==> run_1/class_map.png <==
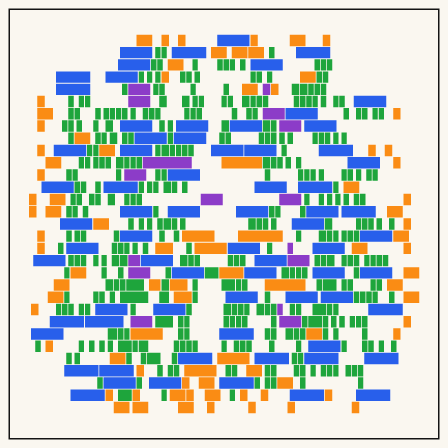
==> run_1/m3.png <==
Scale bar: 20 µm.
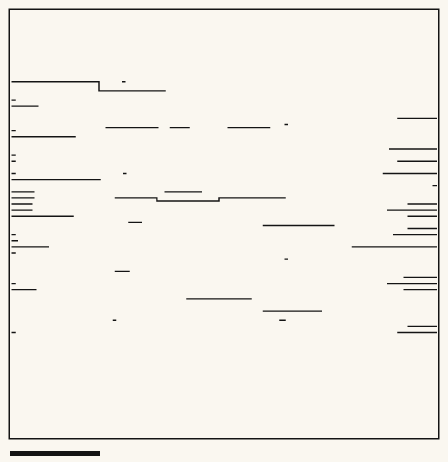
==> run_1/util_map.png <==
The die is cut into 10 by 10 equal tiles; white is low, dark blue is high, 0 to 100% covered.
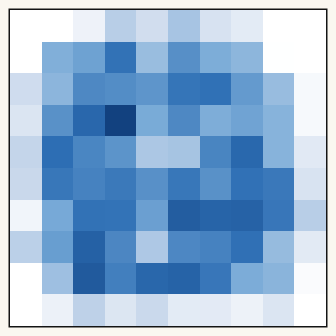
$ cat config.mk
export PLATFORM = sky130hd
export DESIGN_NAME = pipe_skid_reg
export DESIGN_NICKNAME = d
export VERILOG_FILES = /design/src/rtl/pipe_skid_reg.sv
export SDC_FILE = /design/constraint.sdc
export NUM_CORES = 1
export LEC_CHECK = 0
export ABC_AREA = 1
export CORE_MARGIN = 4
export CORE_UTILIZATION = 40
export CTS_CLUSTER_DIAMETER = 40
export DETAILED_ROUTE_END_ITERATION = 10
export PLACE_DENSITY = 0.69
export SLEW_MARGIN = 10
export SYNTH_ARGS = -nofsm -noshare
export SYNTH_HDL_FRONTEND = slang
export SYNTH_SLANG_ARGS = --single-unit
$ cat constraint.sdc
create_clock -name clk -period 1.2 [get_ports clk]
set_clock_uncertainty 0.15 [all_clocks]
set_input_delay 0.18 -clock clk [delete_from_list [all_inputs] [get_ports clk]]
set_output_delay 0.18 -clock clk [all_outputs]
set_load 0.01 [all_outputs]
$ cat src/rtl/pipe_skid_reg.sv
// pipe_skid_reg: two-entry valid/ready pipeline register with a skid slot.
// Every output comes straight from a flop, so there is no combinational path
// from in_valid, in_data or out_ready to any output.
//
// Ports
//   clk        rising-edge clock
//   reset      synchronous active-low reset
//   in_valid   upstream word present on in_data
//   in_ready   block can accept a word this cycle (EMPTY or BUSY)
//   in_data    upstream word, N bits
//   flush      synchronous discard of all held words
//   out_valid  out_data holds a word (BUSY or FULL)
//   out_ready  downstream takes out_data this cycle
//   out_data   oldest held word, N bits
//   count      held words: 0, 1 or 2
module pipe_skid_reg #(
  parameter int unsigned N = 32
) (
  input  logic         clk,
  input  logic         reset,
  input  logic         in_valid,
  output logic         in_ready,
  input  logic [N-1:0] in_data,
  input  logic         flush,
  output logic         out_valid,
  input  logic         out_ready,
  output logic [N-1:0] out_data,
  output logic [1:0]   count
);

  typedef enum logic [1:0] {
    EMPTY = 2'd0,
    BUSY  = 2'd1,
    FULL  = 2'd2
  } state_t;

  state_t       state_q, state_d;
  logic [N-1:0] main_q, main_d;
  logic [N-1:0] skid_q, skid_d;
  logic         out_valid_q, out_valid_d;
  logic         in_ready_q, in_ready_d;
  logic [1:0]   count_q, count_d;

  logic in_xfer;
  logic out_xfer;

  assign in_xfer  = in_valid & in_ready_q;
  assign out_xfer = out_valid_q & out_ready;

  always_comb begin
    state_d = state_q;
    main_d  = main_q;
    skid_d  = skid_q;

    unique case (state_q)
      EMPTY: begin
        if (in_xfer) begin
          state_d = BUSY;
          main_d  = in_data;
        end
      end
      BUSY: begin
        if (in_xfer && out_xfer) begin
          main_d = in_data;
        end else if (in_xfer) begin
          state_d = FULL;
          skid_d  = in_data;
        end else if (out_xfer) begin
          state_d = EMPTY;
        end
      end
      FULL: begin
        if (out_xfer) begin
          state_d = BUSY;
          main_d  = skid_q;
        end
      end
      default: state_d = EMPTY;
    endcase

    // Flush drops everything but leaves the data registers untouched; an
    // output transfer in the same cycle has already been taken downstream.
    if (flush) begin
      state_d = EMPTY;
      main_d  = main_q;
      skid_d  = skid_q;
    end

    // Output flops are loaded from the next state so they track state_q exactly.
    out_valid_d = (state_d != EMPTY);
    in_ready_d  = (state_d != FULL);
    unique case (state_d)
      BUSY:    count_d = 2'd1;
      FULL:    count_d = 2'd2;
      default: count_d = 2'd0;
    endcase
  end

  always_ff @(posedge clk) begin
    if (!reset) begin
      state_q     <= EMPTY;
      main_q      <= '0;
      skid_q      <= '0;
      out_valid_q <= 1'b0;
      in_ready_q  <= 1'b1;
      count_q     <= '0;
    end else begin
      state_q     <= state_d;
      main_q      <= main_d;
      skid_q      <= skid_d;
      out_valid_q <= out_valid_d;
      in_ready_q  <= in_ready_d;
      count_q     <= count_d;
    end
  end

  assign in_ready  = in_ready_q;
  assign out_valid = out_valid_q;
  assign out_data  = main_q;
  assign count     = count_q;

endmodule

==> flow_metrics.env, run 1 <==
# physical design summary
export IMPL_cp_max_fo=33
export IMPL_setup_slack_ps=-204.3
export IMPL_synth_area_leader_cell="dfxtp_1"
export IMPL_top_cell_area_share_pct=46.11
export IMPL_grt_max_degree=45
export IMPL_finalCriticalPeriod_ps=1404
export IMPL_syn_avg_cell_area_um2=6.398
export IMPL_synthTopCellsByArea="dfxtp_1, nand2_1, nor2_1, o21ai_0, inv_1"
export IMPL_status="complete, but fails checks"
export IMPL_synth_cell_types=15
export IMPL_io_buffers=72
export IMPL_synthCells=475
export IMPL_drive_gt1_share_pct=18.18
export IMPL_htreeDepth=3
export IMPL_clockPowerShare_pct=37.2
export IMPL_die_w_um=95.17
export IMPL_ys_cells=475
export IMPL_warnings=29
export IMPL_min_delay_path_depth=4
export IMPL_finalHoldViolCount=0
export IMPL_die_h_um=95.17
export IMPL_wl_per_cell_um=11.30
export IMPL_clkLatencyLatePin_ps=340
export IMPL_cts_tree="yes"
export IMPL_critical_path_class="flop to flop"
export IMPL_vdd_drop_max_uv=685.2
export IMPL_cts_path_max_buffers=2
export IMPL_rrSetupSlack_ps=-200
export IMPL_cts_buffers=9
export IMPL_dpl_cell_count=630
export IMPL_p_total_uw=5188
export IMPL_vias_per_cell=4.462
export IMPL_path_clk_slew_ps=70
export IMPL_p_sw_share_pct=25.36
export IMPL_grt_pass1_wl_mm=12.29
export IMPL_fillers=701
export IMPL_start_kind="flop"
export IMPL_hpwl_mm=4.557
export IMPL_ios=73
export IMPL_p_comb_share_pct=14.5
export IMPL_reg2reg_depth=5
export IMPL_violations="negative setup slack"
export IMPL_regArea_mm2=0.001431
export IMPL_postCtsHoldBufs=0
export IMPL_cp_arrival_ps=1480
export IMPL_dieArea_mm2=0.009056
export IMPL_slew_headroom_pct=78.18
export IMPL_grt_pass1_vias=2721
export IMPL_finalSetupViolCount=70
export IMPL_final_period_utilization_pct=117.0
export IMPL_yosysWarningCount=0
export IMPL_worst_slew_pin_transition_ps=327.3
Notes on class_map.png above:
legend:
  remaining logic cells:
    colour: green
    cells: 379
    share_of_their_area: 39%
  clock drivers and dummy loads:
    colour: purple
    cells: 16
    share_of_their_area: 5.1%
  remaining buffers and delay cells:
    colour: orange
    cells: 85
    share_of_their_area: 20%
  registers:
    colour: blue
    cells: 70
    share_of_their_area: 36%
post-layout util: 55.38%
row count: 31
core area: 0.007331 mm²
final instance area: 0.004060 mm²

Notes on m3.png above:
share of all routed wire: 5.3%
nets with wire on the layer: 43
wire length on this layer: 388 µm
longest straight run: 19.6 µm
via count: 2896
final WL: 7.332 mm

Notes on util_map.png above:
nearly empty tiles: 10%
densest ninth of the die: middle
emptiest ninth of the die: top right
fullest tile: 93%
tiles over 75% full: 11%
mean over tiles: 44%

## run 1: worst max path at each step
stage	slack [ps]	depth (start not counted)	end
after CTS	-190	7	out_valid
after global placement	-450	7	out_data[31]
after detailed placement	-480	6	skid_q[20]
after global routing	-270	7	out_valid
final	-200	5	out_data[22]
after floorplan	-60	5	skid_q[10]
## run 1: flip-flops by register name (all words and copies together), names as in the netlist
| signal | count |
|---|---|
| out_valid | 1 |
| count | 2 |
| state_q | 2 |
| skid_q | 32 |
| in_ready | 1 |
| out_data | 32 |
## run 1: worst max-delay path: stages (launching register included)
cell and delay, ps:
dfxtp_4 360, o21ai_2 200, nand3_4 140, buf_12 190, nor2_1 140, nor2_1 70
## run 1: final cells by class
| type | count | area share, % |
|---|---|---|
| repair buffers | 85 | 18.95 |
| inverters | 40 | 3.945 |
| multi-input cells | 339 | 33.84 |
| flip-flops and latches | 70 | 35.25 |
| well taps | 99 | 3.051 |
| clock buffers | 13 | 3.914 |
| clock inverters | 3 | 1.048 |
## run 1: per-stage QoR
stage | worst slack [ps] | hold WS, ps | cell area [µm²] | setup TNS, ps
global route | -274.0 | 113.2 | 4060 | -15670
floorplan | -57.24 | 194.1 | 3057 | -3070
finish | -204.3 | 109.1 | 4060 | -8910
CTS | -186.5 | 102.0 | 3959 | -10370
detailed placement | -484.7 | 323.8 | 3865 | -30290
global placement | -447.3 | 312.2 | 3865 | -27800
## run 1: placed cells by master (no fill, tap or decap), types with 5 or more instances in the layout
cell	Yosys	routed
buf_12	0	5
inv_1	37	37
clkdlybuf4s50_1	0	35
o21ai_2	0	5
nand2_1	171	171
clkbuf_8	0	11
nor2_1	130	129
dfxtp_1	70	48
dfxtp_2	0	21
buf_2	8	37
o21ai_1	1	18
o21ai_0	32	10
## run 1: cells by family after synthesis
group	Yosys count	share of synthesized area (%)
simple gates	304	37.92
buf+inv	66	10.21
flops	70	46.11
compound gates	35	5.763
## run 1: power groups by stage
stage | sequential [µW] | combinational, µW | clock [µW]
2_1_floorplan | 2590 | 371 | 0
3_3_place_gp | 2550 | 777 | 0
3_5_place_dp | 2560 | 786 | 0
4_1_cts | 2510 | 739 | 1980
5_1_grt | 2520 | 856 | 2070
6_report | 2510 | 752 | 1930
## run 1: per-layer routing
metal	part of all wire, %	up-vias	global-route usage (%)
met1	46	1273	21.82
li1	-	1549	-
met3	5.3	12	3.236
met5	0	-	0
met4	1.6	0	7.933
met2	47	62	27.93
## run 1: Yosys cell counts
cell      count
dfxtp_1      70
nor2_4        1
nand2_2       1
buf_4         2
nand2_1     171
nand3_1       1
nor2_1      130
inv_2         3
o21ai_0      32
inv_1        37
buf_6         6
buf_2         8
o21ai_1       1
a21oi_1       2
clkbuf_1     10
## run 1: repair_timing
action,CTS,global route
gates resized,173,33
endpoints found under the setup margin,106,70
cloned,1,2
==> run_1/placed.png <==
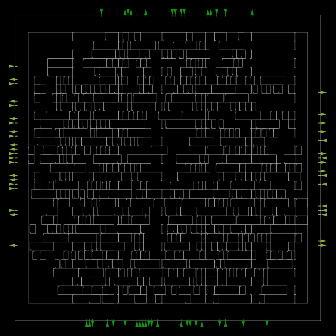

## Run 2: what changed since run 1
--- a/config.mk
+++ b/config.mk
@@ -7,10 +7,11 @@
 export LEC_CHECK = 0
 export ABC_AREA = 1
 export CORE_MARGIN = 4
-export CORE_UTILIZATION = 40
+export CORE_UTILIZATION = 44
 export CTS_CLUSTER_DIAMETER = 40
 export DETAILED_ROUTE_END_ITERATION = 10
-export PLACE_DENSITY = 0.69
+export PLACE_DENSITY = 0.75
+export SKIP_LAST_GASP = 1
 export SLEW_MARGIN = 10
 export SYNTH_ARGS = -nofsm -noshare
 export SYNTH_HDL_FRONTEND = slang
==> run_2/placed.png <==
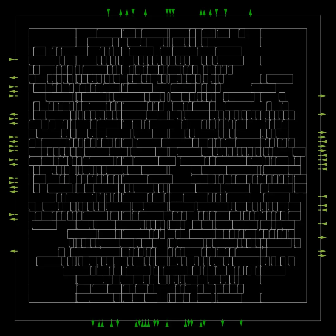
post-layout util: 63.37%
flop count: 70

==> run_2/util_map.png <==
The die is cut into 9 by 9 equal tiles; white is low, dark blue is high, 0 to 100% covered.
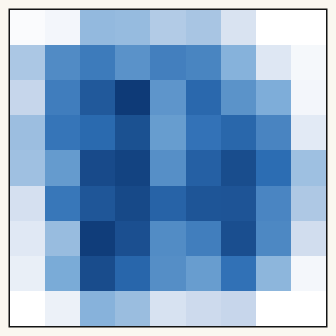
mean over tiles: 50%
tiles over 75% full: 26%
emptiest ninth of the die: top right
nearly empty tiles: 6.2%
fullest tile: 96%
core area: 0.006756 mm²
Initial Util: 44.98%

==> run 2 against run 1 <==
Against the previous run:
- the flow still finishes with violations (negative setup slack)
- maximum frequency is 1.6% lower
- area after synthesis stayed put
- final cell count is 1.2% lower
- combinational power is 13% higher
- power is 6.1% lower
- critical endpoint is now skid_q[9]
- largest cell class is now logic gates
- largest power group unchanged
==> flow_metrics.env, run 2 <==
# physical design summary
export IMPL_worst_slew_pin_transition_ps=315.7
export IMPL_reg2reg_depth=7
export IMPL_warnings=29
export IMPL_ys_cells=475
export IMPL_htreeDepth=3
export IMPL_hpwl_mm=4.757
export IMPL_final_period_utilization_pct=118.9
export IMPL_rows=30
export IMPL_path_clk_slew_ps=80
export IMPL_cp_max_fo=7
export IMPL_top_cell_area_share_pct=46.11
export IMPL_synthArstFlopShare_pct=0
export IMPL_drc=0
export IMPL_finalCriticalPeriod_ps=1427
export IMPL_place_ws_ps=-503.6
export IMPL_cts_path_max_buffers=2
export IMPL_dpl_cell_count=620
export IMPL_p_seq_share_pct=51.5
export IMPL_cts_tree="yes"
export IMPL_grt_max_degree=34
export IMPL_cts_buffers=9
export IMPL_grt_pass1_wl_mm=11.81
export IMPL_lay_top_cells="nand2_1, nor2_1, dfxtp_1, inv_1, buf_2"
export IMPL_cp_arrival_ps=1500
export IMPL_wl_mm=7.736
export IMPL_die_w_um=91.11
export IMPL_synth_area_leader_cell="dfxtp_1"
export IMPL_finalSetupViolCount=71
export IMPL_crit_chain="inv_4 -> nand2_2 -> nor2_4 -> nand2_8 -> clkbuf_16 -> o21ai_2 -> nor2_1"
export IMPL_clkLatencyLatePin_ps=330
export IMPL_die_h_um=91.11
export IMPL_setup_slack_ps=-227.3
export IMPL_dieArea_mm2=0.008301
export IMPL_most_common_cell="nand2_1"
export IMPL_p_comb_share_pct=17.5
export IMPL_enable_flop_cells=0
export IMPL_start_kind="flop"
export IMPL_layout_cells_most_common="nand2_1"
export IMPL_yosysWarningCount=0
export IMPL_clockPowerShare_pct=31.0
export IMPL_grt_pass1_vias=2638
export IMPL_drive_gt1_share_pct=24.06
export IMPL_slew_headroom_pct=78.95
export IMPL_critical_path_class="flop to flop"
export IMPL_rrSetupSlack_ps=-230
export IMPL_slowest_delay_ps=370
export IMPL_postCtsHoldBufs=0
export IMPL_synth_cell_types=15
export IMPL_fmax_mhz=700.6
export IMPL_p_sw_share_pct=26.93
export IMPL_cpLargestDelayFamily="simple AND/OR/NAND/NOR gates"
export IMPL_synthCells=475
export IMPL_top_cells_by_count="nand2_1, nor2_1, dfxtp_1, inv_1, o21ai_0"
export IMPL_crit_buf_inv=2
export IMPL_wl_per_cell_um=12.07
export IMPL_grt_ovfl_total=0
export IMPL_finalMaxSlewViolations=0
export IMPL_violations="negative setup slack"
export IMPL_ios=73
export IMPL_io_buffers=72
export IMPL_yosysSeqAreaShare_pct=46.11
export IMPL_vdd_drop_max_uv=593.0
export IMPL_slowest_stage="dfxtp_4"
export IMPL_crit_required_ps=1280
export IMPL_min_delay_path_depth=3
export IMPL_num_vias=3010
export IMPL_finalHoldViolCount=0
export IMPL_vias_per_cell=4.696
export IMPL_synthTopCellsByArea="dfxtp_1, nand2_1, nor2_1, o21ai_0, inv_1"
export IMPL_status="complete, but fails checks"
export IMPL_syn_avg_cell_area_um2=6.398
[run 2: worst max-delay path by stage]
stage / slack, ps / depth (start not counted) / from / endpoint
4_1_cts: -190 / 7 / state_q[1] / skid_q[0]
3_3_place_gp: -460 / 7 / flush / out_data[10]
6_report: -230 / 7 / state_q[1] / skid_q[9]
5_1_grt: -280 / 8 / state_q[1] / skid_q[14]
2_1_floorplan: -60 / 5 / out_valid / skid_q[10]
3_5_place_dp: -500 / 7 / flush / out_data[10]
[run 2: power by group through the flow]
stage	registers (µW)	logic, µW	clock network (µW)
2_1_floorplan	2590	371	0
3_3_place_gp	2550	796	0
3_5_place_dp	2560	806	0
4_1_cts	2510	733	1540
5_1_grt	2520	958	1650
6_report	2510	852	1510
[run 2: worst register-to-register path: stages (launching register included)]
cell and delay (ps):
dfxtp_4 370, inv_4 80, nand2_2 70, nor2_4 160, nand2_8 120, clkbuf_16 200
o21ai_2 120, nor2_1 50
[run 2: final cells by class]
cell class	count	area, µm²
clock buffers	10	127.6
clock inverters	3	15.01
fillers	609	2475
inverters	40	165.2
multi-input cells	339	1491
flip-flops and latches	70	1430
well taps	80	100.1
repair buffers	99	952.2
[run 2: cell families after synthesis]
family                 share of synthesized area (%)
buffers and inverters                          10.21
AOI/OAI and AO/OA                              5.763
and+or+nand+nor                                37.92
DFF                                            46.11
[run 2: metal layers]
| metal | global-route usage [%] | part of all wire [%] | vias to the layer above |
|---|---|---|---|
| li1 | - | - | 1575 |
| met1 | 20.49 | 43 | 1342 |
| met2 | 29.86 | 49 | 81 |
| met3 | 3.977 | 5.8 | 12 |
| met4 | 7.286 | 1.9 | 0 |
| met5 | 0 | 0 | - |
[run 2: through the flow]
stage               cell area (µm²)  hold slack (ps)  TNS, ps  util, %  power [µW]
floorplan                      3057            194.1    -3070        -        2964
global placement               3934            312.0   -29220    58.22        3348
detailed placement             3934            320.3   -32650    58.22        3362
CTS                            3934            4.121   -11030    58.22        4788
global route                   4282            16.00   -17150    63.37        5128
finish                         4282            8.577   -12720    63.37        4870
[run 2: what timing repair did]
action                                 4_1_cts  5_1_grt
pin swaps                                    1       17
setup endpoints to repair                  106       71
gates resized                              161       87
setup buffers                                1        2
gates cloned                                 0        6
endpoints found under the hold margin        0        0
==> run_2/class_map.png <==
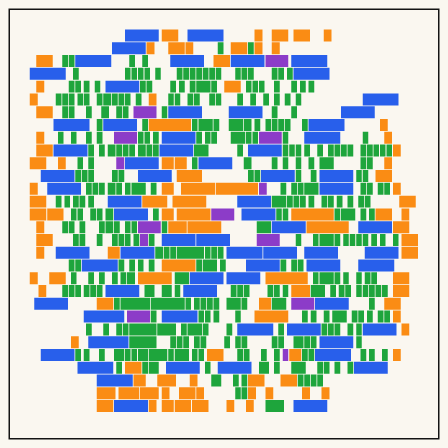

## Run 3: what changed since run 2
--- a/config.mk
+++ b/config.mk
@@ -6,7 +6,7 @@
 export NUM_CORES = 1
 export LEC_CHECK = 0
 export ABC_AREA = 1
-export CORE_MARGIN = 4
+export CORE_MARGIN = 1
 export CORE_UTILIZATION = 44
 export CTS_CLUSTER_DIAMETER = 40
 export DETAILED_ROUTE_END_ITERATION = 10
==> run_3/class_map.png <==
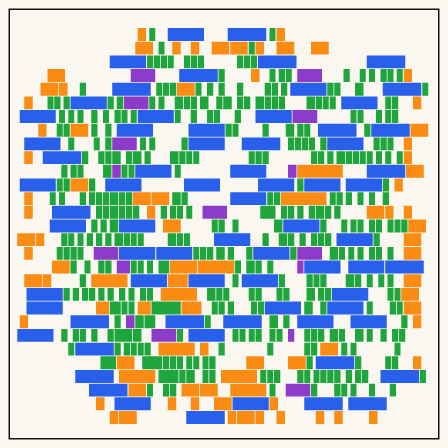
legend:
  remaining logic cells:
    colour: green
    cells: 380
    share_of_their_area: 39%
  remaining buffers and delay cells:
    colour: orange
    cells: 87
    share_of_their_area: 20%
  clock drivers and dummy loads:
    colour: purple
    cells: 16
    share_of_their_area: 4.3%
  registers:
    colour: blue
    cells: 70
    share_of_their_area: 37%
sequential portion of the cell area: 35.79%
core area: 0.006495 mm²
post-layout util: 61.57%

==> run 3 against run 2 <==
Against the previous run:
- sequential share of layout area rose by 2.4 points
- final area fell by 6.6%
- flip-flop count unchanged
- hold slack improved by 81 ps
- power is 1.3% higher
- the run still ends with negative setup slack left
- core utilization down 1.8 points
- setup slack better by 25 ps
- via count fell by 3.8%
- maximum frequency increased by 1.8%
==> flow_metrics.env, run 3 <==
# physical design summary
export IMPL_place_ws_ps=-447.0
export IMPL_vdd_drop_max_uv=609.0
export IMPL_enable_flop_cells=0
export IMPL_cts_tree="yes"
export IMPL_lay_top_cells="nand2_1, nor2_1, dfxtp_1, inv_1, buf_2"
export IMPL_vias_per_cell=4.597
export IMPL_drc=0
export IMPL_die_h_um=85.11
export IMPL_rrSetupSlack_ps=-200
export IMPL_top_cells_by_count="nand2_1, nor2_1, dfxtp_1, inv_1, o21ai_0"
export IMPL_dieArea_mm2=0.007244
export IMPL_synth_xor_area_share_pct=0
export IMPL_cp_max_fo=22
export IMPL_hold_slack_ps=89.96
export IMPL_grt_pass1_wl_mm=11.92
export IMPL_grt_busiest_layer="met2"
export IMPL_finalSetupViolCount=70
export IMPL_finalHoldViolCount=0
export IMPL_drive_gt1_share_pct=18.08
export IMPL_cts_path_max_buffers=2
export IMPL_cp_arrival_ps=1500
export IMPL_p_seq_share_pct=50.9
export IMPL_p_comb_share_pct=14.9
export IMPL_synthTopCellsByArea="dfxtp_1, nand2_1, nor2_1, o21ai_0, inv_1"
export IMPL_top_cell_area_share_pct=46.11
export IMPL_finalMaxSlewViolations=0
export IMPL_final_period_utilization_pct=116.9
export IMPL_die_w_um=85.11
export IMPL_wl_per_cell_um=11.79
export IMPL_status="complete, but fails checks"
export IMPL_clkLatencyLatePin_ps=360
export IMPL_met3_usage_pct=5.837
export IMPL_grtUsageMet2_pct=35.41
export IMPL_synth_adder_area_share_pct=0
export IMPL_grt_pass1_vias=2679
export IMPL_slew_headroom_pct=77.40
export IMPL_compound_area_share_pct=5.764
export IMPL_wl_mm=7.430
export IMPL_violations="negative setup slack"
export IMPL_min_delay_path_depth=4
export IMPL_finalCriticalPeriod_ps=1402
export IMPL_post_dp_cell_area_mm2=0.003845
export IMPL_setup_slack_ps=-202.3
export IMPL_met1_usage_pct=25.12
export IMPL_ys_cells=475
export IMPL_warnings=29
export IMPL_synthArstFlopShare_pct=0
export IMPL_htreeDepth=3
export IMPL_synth_area_leader_cell="dfxtp_1"
export IMPL_synthMuxAreaShare_pct=0
export IMPL_critical_path_class="flop to flop"
export IMPL_synth_cell_types=15
export IMPL_crit_required_ps=1300
export IMPL_synthCells=475
export IMPL_num_vias=2896
export IMPL_grt_max_degree=48
export IMPL_stdcell_area_mm2=0.003999
export IMPL_yosysSeqAreaShare_pct=46.11
export IMPL_synth_logic_top_family="simple AND/OR/NAND/NOR gates"
export IMPL_reg2reg_depth=5
export IMPL_ios=73
export IMPL_most_common_cell="nand2_1"
export IMPL_yosysWarningCount=0
export IMPL_io_buffers=72
export IMPL_fmax_mhz=713.1
export IMPL_path_clk_slew_ps=80
export IMPL_cts_buffers=9
==> run_3/placed.png <==
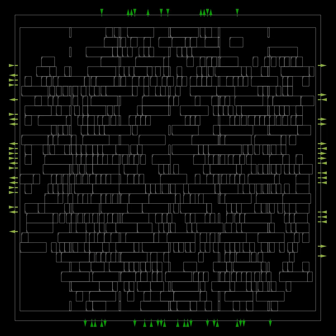
row count: 29
# Taps: 77
Fill cells: 601

[run 3: cell counts after synthesis]
Identical to the previous run, type by type.
[run 3: worst max path at each step]
stage / startpoint / endpoint / slack, ps / cells after the start
6_report: out_valid / skid_q[2] / -200 / 5
5_1_grt: out_valid / skid_q[27] / -290 / 5
3_3_place_gp: out_ready / out_data[2] / -430 / 7
2_1_floorplan: out_valid / skid_q[10] / -60 / 5
4_1_cts: state_q[0] / out_data[24] / -130 / 6
3_5_place_dp: out_ready / out_data[10] / -450 / 7
[run 3: final cells by class]
| class | count | area (µm²) |
|---|---|---|
| Clock inverter | 4 | 22.52 |
| Clock buffer | 12 | 145.1 |
| Timing Repair Buffer | 87 | 783.3 |
| Fill cell | 601 | 2496 |
| Inverter | 40 | 165.2 |
| Multi-Input combinational cell | 339 | 1346 |
| Sequential cell | 70 | 1431 |
| Timing Repair inverter | 1 | 8.758 |
| Tap cell | 77 | 96.34 |
[run 3: stage by stage]
stage | setup TNS [ps] | total power [µW] | std cells
finish | -9199 | 4935 | 630
global route | -16010 | 5184 | 630
CTS | -7040 | 4951 | 625
detailed placement | -28480 | 3344 | 609
global placement | -26460 | 3329 | 609
floorplan | -3070 | 2964 | 475
[run 3: cells by family after synthesis]
kind of cell | after synthesis
AOI/OAI and AO/OA | 35
buffers and inverters | 66
DFF | 70
and+or+nand+nor | 304
[run 3: worst max-delay path, cell delays in order (launching register included)]
cell and delay, ps:
dfxtp_2 330, a21oi_1 310, nand2_4 130, buf_12 180, o21ai_0 150, nor2_1 50
[run 3: power by group through the flow]
stage,combinational [µW],clock (µW),sequential (µW)
floorplan,371,0,2590
global placement,776,0,2550
detailed placement,788,0,2560
CTS,717,1720,2510
global route,835,1820,2530
finish,734,1690,2510
[run 3: layer usage]
metal / routed length, µm / up-vias
li1: - / 1556
met4: 140 / 0
met2: 3432 / 74
met3: 452 / 12
met1: 3405 / 1254
met5: 0 / -
[run 3: repair_timing]
item	in CTS	in global routing
setup endpoints to repair	106	72
gates resized	173	26
buffers inserted	0	1
cloned	0	4
hold buffers	0	0
pin swaps	0	0
Power is estimated from default activity; no workload was simulated.
